$ cat src/rtl/control_defs.sv
// Shared control encodings for the multi-cycle RV32 core: FSM states, opcodes and
// the mux/ALU select enums driven by the main controller.
package control_defs;

  typedef enum logic [3:0] {
    S_FETCH    = 4'd0,
    S_DECODE   = 4'd1,
    S_MEMADR   = 4'd2,
    S_MEMREAD  = 4'd3,
    S_MEMWB    = 4'd4,
    S_MEMWRITE = 4'd5,
    S_EXECUTER = 4'd6,
    S_ALUWB    = 4'd7,
    S_BEQ      = 4'd8,
    S_TRAP     = 4'd9
  } state_e;

  localparam logic [6:0] OP_LW  = 7'b0000011;
  localparam logic [6:0] OP_SW  = 7'b0100011;
  localparam logic [6:0] OP_R   = 7'b0110011;
  localparam logic [6:0] OP_BEQ = 7'b1100011;

  typedef enum logic [1:0] {SRCA_PC = 2'b00, SRCA_OLD_PC = 2'b01, SRCA_RS1 = 2'b10} alu_src_a_e;
  typedef enum logic [1:0] {SRCB_RS2 = 2'b00, SRCB_IMM = 2'b01, SRCB_FOUR = 2'b10} alu_src_b_e;
  typedef enum logic [1:0] {RES_ALU_REG = 2'b00, RES_DATA = 2'b01, RES_ALU_LIVE = 2'b10} result_src_e;
  typedef enum logic [1:0] {IMM_I = 2'b00, IMM_S = 2'b01, IMM_B = 2'b10} imm_src_e;
  typedef enum logic [1:0] {ALUOP_ADD = 2'b00, ALUOP_SUB = 2'b01, ALUOP_FUNCT = 2'b10} alu_op_e;

  typedef enum logic [2:0] {
    ALU_ADD = 3'b000,
    ALU_SUB = 3'b001,
    ALU_AND = 3'b010,
    ALU_OR  = 3'b011
  } alu_sel_e;

endpackage

$ cat src/rtl/multicycle_controller.sv
// Main control FSM of the multi-cycle RV32 core: sequences fetch, decode, address
// generation, memory access, execute and writeback around one ALU and one memory port.
module multicycle_controller
  import control_defs::*;
#(
  parameter bit TRAP_STICKY = 1'b1
) (
  input  logic       clk,
  input  logic       reset,
  input  logic [6:0] op,
  input  logic       zero,
  input  logic       mem_ready,
  output logic       mem_req,
  output logic       mem_write,
  output logic       adr_src,
  output logic       ir_write,
  output logic       pc_write,
  output logic       reg_write,
  output logic [1:0] alu_src_a,
  output logic [1:0] alu_src_b,
  output logic [1:0] imm_src,
  output logic [1:0] result_src,
  output logic [1:0] alu_op,
  output logic       illegal_instr,
  output logic       busy
);

  state_e r_state;
  state_e w_next_state;

  always_ff @(posedge clk) begin
    if (reset) r_state <= S_FETCH;
    else       r_state <= w_next_state;
  end

  always_comb begin
    w_next_state = r_state;
    case (r_state)
      S_FETCH:    if (mem_ready) w_next_state = S_DECODE;
      S_DECODE: begin
        case (op)
          OP_LW, OP_SW: w_next_state = S_MEMADR;
          OP_R:         w_next_state = S_EXECUTER;
          OP_BEQ:       w_next_state = S_BEQ;
          default:      w_next_state = S_TRAP;
        endcase
      end
      S_MEMADR:   w_next_state = (op == OP_LW) ? S_MEMREAD : S_MEMWRITE;
      S_MEMREAD:  if (mem_ready) w_next_state = S_MEMWB;
      S_MEMWB:    w_next_state = S_FETCH;
      S_MEMWRITE: if (mem_ready) w_next_state = S_FETCH;
      S_EXECUTER: w_next_state = S_ALUWB;
      S_ALUWB:    w_next_state = S_FETCH;
      S_BEQ:      w_next_state = S_FETCH;
      S_TRAP:     if (!TRAP_STICKY) w_next_state = S_FETCH;
      default:    w_next_state = S_FETCH;
    endcase
  end

  // Reset overrides the decode so nothing is written while the FSM is being re-homed.
  always_comb begin
    mem_req       = 1'b0;
    mem_write     = 1'b0;
    adr_src       = 1'b0;
    ir_write      = 1'b0;
    pc_write      = 1'b0;
    reg_write     = 1'b0;
    alu_src_a     = SRCA_PC;
    alu_src_b     = SRCB_RS2;
    imm_src       = IMM_I;
    result_src    = RES_ALU_REG;
    alu_op        = ALUOP_ADD;
    illegal_instr = 1'b0;
    busy          = 1'b0;
    if (!reset) begin
      busy = (r_state != S_FETCH);
      case (r_state)
        S_FETCH: begin
          mem_req    = 1'b1;
          alu_src_b  = SRCB_FOUR;
          result_src = RES_ALU_LIVE;
          ir_write   = mem_ready;
          pc_write   = mem_ready;
        end
        S_DECODE: begin
          alu_src_a = SRCA_OLD_PC;
          alu_src_b = SRCB_IMM;
          imm_src   = IMM_B;
        end
        S_MEMADR: begin
          alu_src_a = SRCA_RS1;
          alu_src_b = SRCB_IMM;
          imm_src   = (op == OP_LW) ? IMM_I : IMM_S;
        end
        S_MEMREAD: begin
          mem_req = 1'b1;
          adr_src = 1'b1;
        end
        S_MEMWB: begin
          result_src = RES_DATA;
          reg_write  = 1'b1;
        end
        S_MEMWRITE: begin
          mem_req   = 1'b1;
          mem_write = 1'b1;
          adr_src   = 1'b1;
        end
        S_EXECUTER: begin
          alu_src_a = SRCA_RS1;
          alu_op    = ALUOP_FUNCT;
        end
        S_ALUWB:    reg_write = 1'b1;
        S_BEQ: begin
          alu_src_a = SRCA_RS1;
          alu_op    = ALUOP_SUB;
          pc_write  = zero;
        end
        S_TRAP:     illegal_instr = 1'b1;
        default:    ;
      endcase
    end
  end

endmodule

$ cat config.mk
export PLATFORM = sky130hd
export DESIGN_NAME = multicycle_controller
export DESIGN_NICKNAME = d
export VERILOG_FILES = /design/src/rtl/control_defs.sv /design/src/rtl/multicycle_controller.sv
export SDC_FILE = /design/constraint.sdc
export NUM_CORES = 1
export LEC_CHECK = 0
export CAP_MARGIN = 30
export CORE_MARGIN = 1.5
export CORE_UTILIZATION = 33
export CTS_BUF_LIST = sky130_fd_sc_hd__clkbuf_4 sky130_fd_sc_hd__clkbuf_8
export DETAILED_ROUTE_END_ITERATION = 16
export GPL_ROUTABILITY_DRIVEN = 0
export GPL_TIMING_DRIVEN = 0
export PLACE_DENSITY_LB_ADDON = 0.12
export SYNTH_ARGS = -nofsm -noshare
export SYNTH_HDL_FRONTEND = slang
export SYNTH_SLANG_ARGS = --single-unit
$ cat constraint.sdc
create_clock -name clk -period 1.47 [get_ports clk]
set_input_delay 0.294 -clock clk [delete_from_list [all_inputs] [get_ports clk]]
set_output_delay 0.294 -clock clk [all_outputs]
set_load 0.01 [all_outputs]
Figure 1. Routed metal per tile (run 1).
Scale bar: 10 um. The die is cut into 8 by 8 equal tiles; black is low, pale yellow is high, scaled to the fullest tile. Values are wire area over tile area, all layers added.
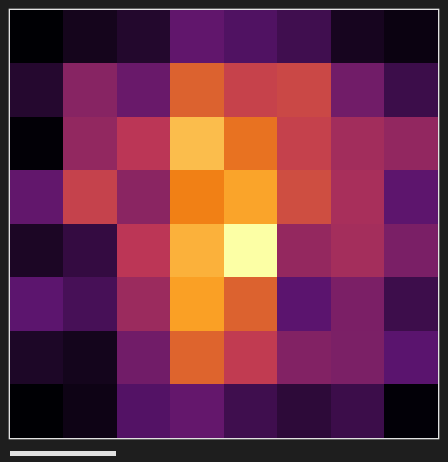
The densest ninth of the die: middle. 25% of the tiles are over half the peak. The emptiest ninth of the die: bottom left. The fullest tile reaches 0.49. 6.2% of the tiles are nearly empty. The mean over all tiles is 0.17.

Figure 2. M1 wires (run 1).
Scale bar: 10 um.
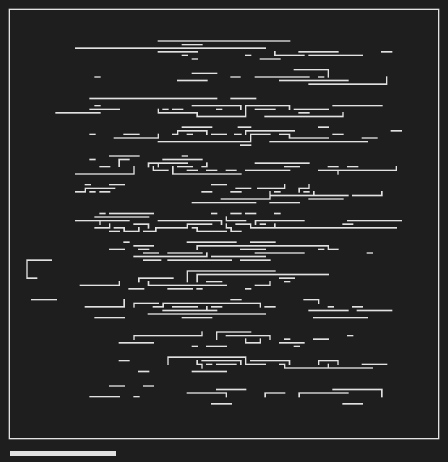
The wires run mostly horizontal. The layer carries 642 um of wire. The longest straight run is 17.9 um. The layer holds 38% of the routed length.

Figure 3. Met2 routing (run 1).
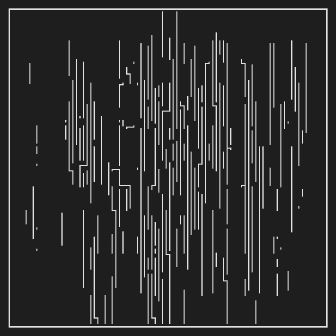
The longest straight run is 26.9 um. 111 nets have wire on it. The wires run mostly vertical. The layer holds 54% of the routed length. The layer carries 930 um of wire.

Figure 4. Routing congestion map (run 1).
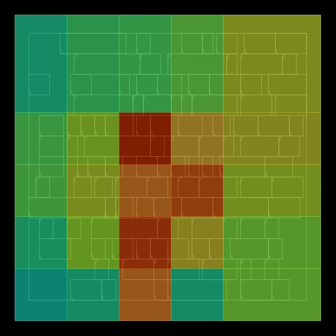
met3 usage: 0.0556
met2 usage: 0.393

==> qor.csv, run 1 <==
metric,value,unit
status,"finished, violations left",
violated checks,negative setup slack,
worst-path maximum fanout,3,
Worst-path clk slew,0.04,ns
Tot Pwr,0.561,mW
fillcell total,92,
area grow syn2layout,116,%
DRC Markers,0,
Syn Nets,79,
Netlist cell types,28,
cell-internal power,0.372,mW
Worst setup SP type,flop,
Final Critical Period,1.82,ns
Die Y,40.5,um
Reg power frac,0.214,
CTS root buf,clkbuf_4,
Detail Route Antenna Nets,0,
CORE AREA,0.00130,sq mm
crit end category,output pin,
Reg area,92.6,sq um
critical path class,reg -> out,
TritonCTS clock tree,done,
Final setup viols,16,
vias in the first global route,606,
Pleak,0.444,nW
initial antenna violation count,0,
Post-synth top flop,dfxtp_1,
worst min path class,in -> reg,
clock network power share,0.245,
Clock Sinks,4,
maximum clock path buffer count,2,
Initial Util,0.357,
die width,40.5,um
Sw Share,0.337,
CP arrival,1.53,ns
first-pass GRT wire length,2380,um
Biggest register,r_state,
Worst EP required,1.18,ns
synthesis area per yosys,464,sq um
Pwr Density,560,mW/mm^2
Final Skew,0.000722,ns
setup ws final,-0.349,ns
# H-tree levels,1,
==> run 1: Yosys cell counts, drive strengths merged, types with 2 or more instances <==
library cell | n | area share
dfxtp | 4 | 0.17
nand2b | 2 | 0.027
nor2 | 15 | 0.12
nand2 | 5 | 0.040
nor3 | 5 | 0.054
nor4 | 5 | 0.081
nor2b | 3 | 0.040
a21o | 2 | 0.032
buf | 4 | 0.054
a21oi | 5 | 0.054
clkbuf | 3 | 0.024
==> run 1: area by class of cell <==
| cell class | instances | share of cell area |
|---|---|---|
| inverters | 1 | 0.00375 |
| clock buffers | 3 | 0.0225 |
| flip-flops and latches | 4 | 0.0924 |
| plain buffers | 5 | 0.0587 |
| multi-input cells | 56 | 0.476 |
| well taps | 15 | 0.0187 |
| repair buffers | 41 | 0.328 |
==> run 1: stage by stage <==
| step | std cells | hold WS, ns | setup slack (ns) |
|---|---|---|---|
| global route | 125 | 0.383 | -0.403 |
| finish | 125 | 0.375 | -0.349 |
| CTS | 123 | 0.445 | -0.354 |
| floorplan | 68 | 0.373 | -0.0277 |
| global placement | 111 | 0.710 | -0.988 |
| detailed placement | 111 | 0.727 | -0.998 |
==> run 1: placed cells by master (no fill, tap or decap), types with 2 or more instances in the layout <==
cell type / n
buf_2: 14
buf_4: 11
nor2_1: 10
buf_6: 9
a21oi_1: 4
nor3_1: 3
nor2_2: 3
nand2_1: 3
nor4_1: 3
clkbuf_4: 3
clkdlybuf4s15_2: 3
dlygate4sd2_1: 3
dfxtp_4: 3
nand2b_4: 2
nor2_4: 2
nand2_2: 2
nor4_4: 2
a21o_1: 2
nor2b_1: 2
clkdlybuf4s50_1: 2
==> run 1: per-layer routing <==
metal	share of wire	vias to the layer above	track usage
li1	-	329	-
met1	0.38	321	0.231
met2	0.54	30	0.393
met3	0.057	6	0.0556
met4	0.022	0	0.0667
met5	0	-	0
==> run 1: worst paths after layout <==
kind	from	to	slack (ns)	cells past startpoint
setup reg to reg	r_state[2]	r_state[0]	-0.01	4
setup / recovery	r_state[2]	mem_req	-0.35	5
hold reg to reg	r_state[3]	r_state[1]	0.64	3
hold / removal	reset	r_state[3]	0.37	2
==> run 1: cell families after synthesis <==
group / synth area share
buffers and inverters: 0.0862
xor gates and xnor gates: 0.0189
DFF: 0.173
and+or+nand+nor: 0.526
AOI/OAI and AO/OA: 0.197
==> run 1: timing repair <==
action,4_1_cts,5_1_grt
setup buffers,11,2
setup endpoints to repair,19,19
resized,123,14
pin swaps,11,4
==> run 1: power by group through the flow <==
| stage | logic [mW] | registers [mW] | clock network, mW |
|---|---|---|---|
| after global placement | 0.220 | 0.123 | 0 |
| after detailed placement | 0.222 | 0.123 | 0 |
| final | 0.304 | 0.120 | 0.138 |
| after CTS | 0.281 | 0.120 | 0.141 |
| after global routing | 0.321 | 0.121 | 0.156 |
| after floorplan | 0.119 | 0.122 | 0 |
==> run 1: critical path: stages (launching register included) <==
cell and delay (ns):
dfxtp_4 0.34, or3_4 0.42, buf_12 0.14, nor3_4 0.15
or2_4 0.15, buf_6 0.09
==> run 2: changes to the inputs <==
--- a/config.mk
+++ b/config.mk
@@ -5,7 +5,6 @@
 export SDC_FILE = /design/constraint.sdc
 export NUM_CORES = 1
 export LEC_CHECK = 0
-export CAP_MARGIN = 30
 export CORE_MARGIN = 1.5
 export CORE_UTILIZATION = 33
 export CTS_BUF_LIST = sky130_fd_sc_hd__clkbuf_4 sky130_fd_sc_hd__clkbuf_8
Figure 5. Routing congestion map (run 2).
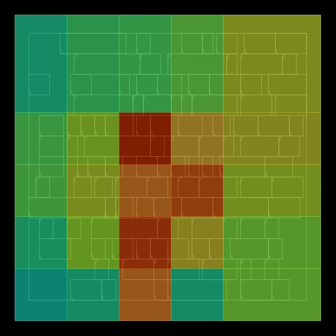
WL per Instance: 13.7 um
grt met1 use: 0.231
GR peak layer: met2

Figure 6. Met2 routing (run 2).
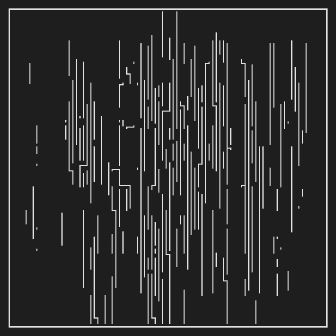
via count: 686
wirelength, routed: 1710 um

==> run 2 against run 1 <==
  * The run still ends with negative setup slack left
  * Sequential cell count is the same
  * Core utilization is the same
  * Total power is the same
  * Clock power is essentially flat
  * First-iteration DRC count is the same
  * Sequential share of layout area is the same
  * Fmax is the same
  * Global-route usage is the same
  * Register-to-register slack is essentially flat
==> qor.csv, run 2 <==
metric,value,unit
status,"finished, violations left",
violated checks,negative setup slack,
most frequent logic cell in the layout,buf_2,
# H-tree levels,1,
Top delay family on crit path,simple AND/OR/NAND/NOR gates,
pre-CTS WS,-0.998,ns
Final setup viols,16,
TritonCTS clock tree,done,
crit end category,output pin,
CP bufs+invs,2,
area grow syn2layout,116,%
top cells by count,"15 x nor2_1, 5 x a21oi_1, 5 x nand2_1, 5 x nor3_1",
Top cell area share,0.173,
Final Skew,0.000722,ns
worst-path maximum fanout,3,
Syn Nets,79,
Die Y,40.5,um
sequence of cells on the critical path,or3_4 > buf_12 > nor3_4 > or2_4 > buf_6,
die width,40.5,um
biggest area cells,"dfxtp_1 17%, nor2_1 12%, nand4bb_4 5.9%, a21oi_1 5.4%, nor3_1 5.4%",
Hold Startpoint,reset,
Initial Util,0.357,
Post-synth top flop,dfxtp_1,
vias in the first global route,606,
Worst-path clk slew,0.04,ns
first-pass GRT wire length,2380,um
CP arrival,1.53,ns
critical path class,reg -> out,
initial antenna violation count,0,
worst min path class,in -> reg,
CTS root buf,clkbuf_4,
DRC Markers,0,
Detail Route Antenna Nets,0,
Pwr Density,560,mW/mm^2
setup ws final,-0.349,ns
RR Startpoint,r_state[2],
maximum clock path buffer count,2,
fillcell total,92,
most frequently placed logic cells in the final layout,"14 x buf_2, 11 x buf_4, 10 x nor2_1",
WHS,0.375,ns
slowest cell on the critical path,or3_4,
crit-path max cell delay,0.42,ns
Critical Path Source,r_state[2],
Figure 7. Cell area per tile (run 2).
Scale bar: 10 um. The die is cut into 8 by 8 equal tiles; black is low, pale yellow is high, 0 to 100% covered.
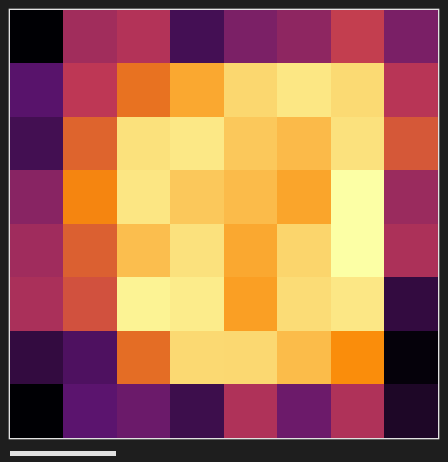
4.7% of the tiles are nearly empty. The fullest tile reaches 100%. The mean over all tiles is 60%. 44% of the tiles are over 75% full. The densest ninth of the die: middle.

==> run 2: cell counts in the layout (fill, tap and decap cells not counted) <==
Identical to the previous run, type by type.
==> run 2: worst register-to-register path, stage by stage (launching register included) <==
cell and delay, ns:
dfxtp_4 0.34, buf_4 0.14, buf_4 0.13, or4_4 0.52, a32o_1 0.23
==> run 2: cell type report <==
| class | instances | area share |
|---|---|---|
| inverter | 1 | 0.00375 |
| multi-input combinational | 56 | 0.476 |
| clock buffer | 3 | 0.0225 |
| sequential | 4 | 0.0924 |
| buffer | 5 | 0.0587 |
| tap | 15 | 0.0187 |
| timing repair buffer | 41 | 0.328 |
==> run 2: repair_timing <==
| item | CTS | global route |
|---|---|---|
| pin swaps | 11 | 4 |
| endpoints found under the hold margin | 0 | 0 |
| buffers inserted | 11 | 2 |
| setup endpoints to repair | 19 | 19 |
| gates resized | 123 | 14 |
| hold buffers | 0 | 0 |
==> run 2: cells by family after synthesis <==
group           share of synthesized area
xor+xnor                           0.0189
compound gates                      0.197
flops                               0.173
buf+inv                            0.0862
simple gates                        0.526
==> run 2: worst paths after layout <==
path,cells past startpoint,endpoint
worst max-delay path,5,mem_req
worst min-delay path,2,r_state[3]
worst max register to register,4,r_state[0]
worst min register to register,3,r_state[1]
==> run 2: metal layers <==
layer	part of all wire	vias to the layer above	global-route usage
met4	0.022	0	0.0667
met5	0	-	0
li1	-	329	-
met1	0.38	321	0.231
met3	0.057	6	0.0556
met2	0.54	30	0.393
==> run 2: report_power, final <==
group / internal, mW / total (mW) / switching, mW
Clock: 0.0914 / 0.138 / 0.0463
Sequential: 0.113 / 0.120 / 0.00706
Combinational: 0.168 / 0.304 / 0.136
==> run 2: metrics by stage <==
step / std cells / area [sq um]
after global routing: 125 / 1000
after CTS: 123 / 952
final: 125 / 1000
after detailed placement: 111 / 797
after global placement: 111 / 797
after floorplan: 68 / 498
Power is estimated from default activity; no workload was simulated.
